===== src/rtl/mc_pkg.sv =====
// Shared types and constants for the multicycle fetch/execute controller.
package mc_pkg;

    typedef enum logic [2:0] {
        FETCH_REQ  = 3'd0,
        FETCH_WAIT = 3'd1,
        EXEC       = 3'd2,
        MEM_REQ    = 3'd3,
        MEM_WAIT   = 3'd4,
        WB         = 3'd5,
        HALT       = 3'd6,
        ERR        = 3'd7
    } state_e;

    localparam logic [31:0] NOP_INSTR        = 32'h0000_0013;
    localparam logic [63:0] DEFAULT_RESET_PC = 64'h0000_0000_8000_0000;
    localparam int          TIMER_W          = 16;

    // States in which the controller is stalled on a bus handshake.
    function automatic logic is_bus_wait(input state_e s);
        return (s == FETCH_REQ) || (s == FETCH_WAIT) || (s == MEM_REQ) || (s == MEM_WAIT);
    endfunction

endpackage


===== src/rtl/bus_timer.sv =====
// Handshake watchdog: counts cycles spent in one waiting state, flags expiry at TIMEOUT.
module bus_timer
    import mc_pkg::*;
#(
    parameter int TIMEOUT = 255
) (
    input  logic clk,
    input  logic rst_n,
    input  logic clear_i,
    input  logic en_i,
    output logic expired_o
);

    // The counter starts at zero on the first waiting cycle, so TIMEOUT-1 marks the last one.
    localparam logic [TIMER_W-1:0] LIMIT = TIMER_W'(TIMEOUT - 1);

    logic [TIMER_W-1:0] cnt_q;
    logic [TIMER_W-1:0] cnt_d;

    always_comb begin
        cnt_d = cnt_q;
        if (clear_i) begin
            cnt_d = '0;
        end else if (en_i && (cnt_q != LIMIT)) begin
            cnt_d = cnt_q + TIMER_W'(1);
        end
    end

    always_ff @(posedge clk or negedge rst_n) begin
        if (!rst_n) begin
            cnt_q <= '0;
        end else begin
            cnt_q <= cnt_d;
        end
    end

    assign expired_o = en_i && (cnt_q == LIMIT);

endmodule


===== src/rtl/multicycle_ctrl.sv =====
// Multicycle CPU control FSM: fetch, execute, optional memory access, writeback,
// with handshake watchdog, sticky halt/error states and a retired-instruction counter.
module multicycle_ctrl
    import mc_pkg::*;
#(
    parameter int          XLEN     = 64,
    parameter logic [63:0] RESET_PC = DEFAULT_RESET_PC,
    parameter int          TIMEOUT  = 255,
    parameter int          CNT_W    = 64
) (
    input  logic             clk,
    input  logic             rst_n,
    output logic             imem_req_valid,
    input  logic             imem_req_ready,
    output logic [XLEN-1:0]  imem_addr,
    input  logic             imem_resp_valid,
    input  logic [31:0]      imem_resp_data,
    output logic             dmem_req_valid,
    input  logic             dmem_req_ready,
    input  logic             dmem_resp_valid,
    input  logic             dec_mem,
    input  logic             dec_halt,
    input  logic [XLEN-1:0]  pc_next,
    output logic [XLEN-1:0]  pc,
    output logic [31:0]      instr,
    output logic             commit,
    output logic             halted,
    output logic             bus_err,
    output logic [CNT_W-1:0] retired,
    output logic             rd_wr
);

    localparam logic [XLEN-1:0] RST_PC     = RESET_PC[XLEN-1:0];
    localparam logic [XLEN-1:0] ALIGN_MASK = ~XLEN'(3);

    state_e            state_q, state_d;
    logic [XLEN-1:0]   pc_q, pc_d;
    logic [31:0]       instr_q, instr_d;
    logic [CNT_W-1:0]  retired_q, retired_d;
    logic              tmr_expired;

    bus_timer #(
        .TIMEOUT (TIMEOUT)
    ) u_bus_timer (
        .clk       (clk),
        .rst_n     (rst_n),
        .clear_i   (state_d != state_q),
        .en_i      (is_bus_wait(state_q)),
        .expired_o (tmr_expired)
    );

    // A completing handshake is tested before the watchdog so it wins on the expiry cycle.
    always_comb begin
        state_d   = state_q;
        pc_d      = pc_q;
        instr_d   = instr_q;
        retired_d = retired_q;
        case (state_q)
            FETCH_REQ: begin
                if (imem_req_ready)   state_d = FETCH_WAIT;
                else if (tmr_expired) state_d = ERR;
            end
            FETCH_WAIT: begin
                if (imem_resp_valid) begin
                    instr_d = imem_resp_data;
                    state_d = EXEC;
                end else if (tmr_expired) begin
                    state_d = ERR;
                end
            end
            EXEC: begin
                if (dec_halt)     state_d = HALT;
                else if (dec_mem) state_d = MEM_REQ;
                else              state_d = WB;
            end
            MEM_REQ: begin
                if (dmem_req_ready)   state_d = MEM_WAIT;
                else if (tmr_expired) state_d = ERR;
            end
            MEM_WAIT: begin
                if (dmem_resp_valid)  state_d = WB;
                else if (tmr_expired) state_d = ERR;
            end
            WB: begin
                pc_d      = pc_next & ALIGN_MASK;
                retired_d = retired_q + CNT_W'(1);
                state_d   = FETCH_REQ;
            end
            HALT:    state_d = HALT;
            ERR:     state_d = ERR;
            default: state_d = ERR;
        endcase
    end

    always_ff @(posedge clk or negedge rst_n) begin
        if (!rst_n) begin
            state_q   <= FETCH_REQ;
            pc_q      <= RST_PC;
            instr_q   <= NOP_INSTR;
            retired_q <= '0;
        end else begin
            state_q   <= state_d;
            pc_q      <= pc_d;
            instr_q   <= instr_d;
            retired_q <= retired_d;
        end
    end

    // Reset parks the FSM in FETCH_REQ; the request is masked until rst_n releases.
    assign imem_req_valid = rst_n && (state_q == FETCH_REQ);
    assign imem_addr      = pc_q;
    assign dmem_req_valid = (state_q == MEM_REQ);
    assign rd_wr          = dmem_req_valid;
    assign commit         = (state_q == WB);
    assign halted         = (state_q == HALT);
    assign bus_err        = (state_q == ERR);
    assign pc             = pc_q;
    assign instr          = instr_q;
    assign retired        = retired_q;

endmodule


===== config.mk =====
export PLATFORM = sky130hd
export DESIGN_NAME = multicycle_ctrl
export DESIGN_NICKNAME = d
export VERILOG_FILES = /design/src/rtl/mc_pkg.sv /design/src/rtl/bus_timer.sv /design/src/rtl/multicycle_ctrl.sv
export SDC_FILE = /design/constraint.sdc
export NUM_CORES = 1
export LEC_CHECK = 0
export CORE_MARGIN = 5
export CORE_UTILIZATION = 25
export DETAILED_ROUTE_END_ITERATION = 7
export PLACE_DENSITY = 0.57
export REMOVE_ABC_BUFFERS = 1
export SETUP_SLACK_MARGIN = 0.5
export SKIP_LAST_GASP = 1
export SLEW_MARGIN = 10
export SYNTH_ARGS = -nofsm -noshare
export SYNTH_HDL_FRONTEND = slang
export SYNTH_SLANG_ARGS = --single-unit

===== constraint.sdc =====
create_clock -name clk -period 2.35 [get_ports clk]
set_input_delay 0.705 -clock clk [delete_from_list [all_inputs] [get_ports clk]]
set_output_delay 0.705 -clock clk [all_outputs]
set_load 0.01 [all_outputs]

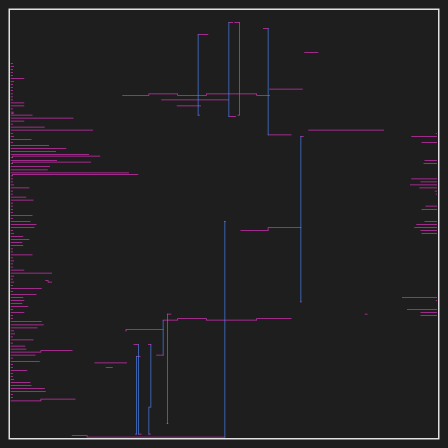
**Above:** routed metal, one color a layer.
Only two layers are drawn.
| layer | color | wire length |
|---|---|---|
| M3 | magenta | 1430 um |
| M4 | blue | 518 um |
gr usage total: 0.1515
routed len/inst: 17.19 um
total routed wirelength: 29040 um
DR vias: 7134

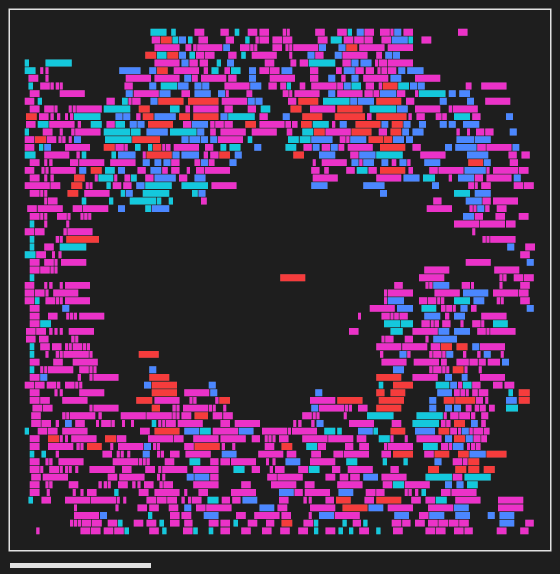
**Above:** cell sizes after repair.
Bar = 50 um.
| size | color | cells | share |
|---|---|---|---|
| x2 | cyan | 142 | 11% |
| x1 and smaller | magenta | 808 | 65% |
| x3 and x4 | blue | 206 | 17% |
| x6 and larger | red | 91 | 7.3% |
bufs w/o clock: 501
Final WS setup: 0.1914 ns
post-route cell area: 0.01421 mm2
Layout area overhead: 72.56%

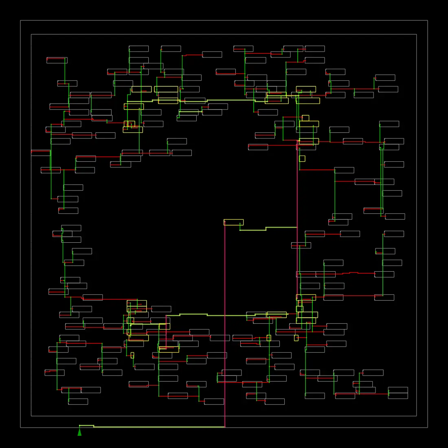
**Above:** clock routing.
clock group power: 3.00 mW
CLK BUF: 19
seq_cells: 177
clock tree sinks: 177
total CTS buffers: 17

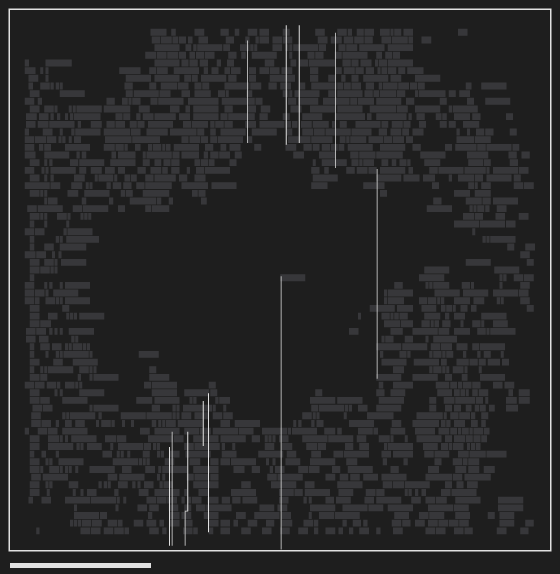
**Above:** metal 4.
Bar = 50 um.
share of all routed wire: 1.8%
wire length on this layer: 518 um

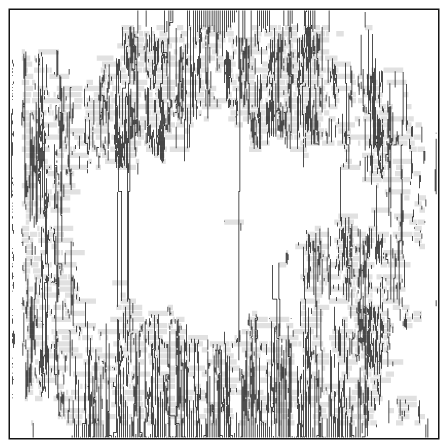
**Above:** M2 wires.
main direction: vertical
wire length on this layer: 15000 um
met2 GRT Util: 0.2599

==> results.txt <==
run metrics: Yosys reg bits=177, Setup Viol. Count Final=0, RSZ-0062 raised after global routing=yes, number of global-route vias before repair=7610, number of remaining DRC errors=0, Post-CTS Setup Inserts=106, Syn Inst Count=809, Filler cells=3107, grt ovf=0, WL met3=1434 um, post-DR vias/cell=4.224, largest class=non-clock buffers, clk buf depth=2, EDFF count, synth=0, Placed Cells incl. Taps=1507, first-pass GRT wire length=43030 um, status=finished clean, crit path launch type=flip-flop, #MultiIn Comb=525, critical path capture point type=flip-flop, Unique cell types=51, Root Buffer=clkbuf_16, Well Taps=442, Post-synth ARST share=1.000, Ant. Diodes=0, Worst Tran Pin Value=0.8097 ns, most frequent cell after synthesis=nand2_1, largest net degree at the start of global routing=100, Synth Warn #=0, Top pwr grp=combinational cells, FF-to-FF path depth=8, final std cells w/o fill=1689, combinational share of cell area=0.2713, Final Util=0.4368, YS chip area=0.008235 mm2, hpwl dp=18450 um, sequential standard cell area=0.004457 mm2, worst hold path class=in2async, Slew Limit Fails=0, Mapped Area=0.008235 mm2, Final Hold Viols=0, Comb pwr share=0.449, Top-area cell share=0.5257, Comb. pwr=6.28 mW, ClkCell Share=0.04226, tool warning count=30, Simple Share, Synth=0.2236
flip-flops by register name, indices dropped and copies added, names as in the netlist:
name,count
retired,64
imem_addr,62
instr,32
u_bus_timer.cnt_q,16
state_q,3
per-layer routing:
layer / vias up / GRT usage
li1: 3434 / -
met1: 3495 / 0.1869
met2: 181 / 0.2599
met3: 24 / 0.03944
met4: 0 / 0.04696
met5: - / 0
worst max-delay path: stages (launching register included):
cell	delay, ns
dfrtp_1	0.40
nand3b_4	0.19
buf_8	0.16
nor4_4	0.32
nand4_1	0.17
buf_6	0.16
buf_12	0.13
or3_1	0.38
xnor2_1	0.13
Power figures rest on the tool's default switching activity, not on a simulated workload.
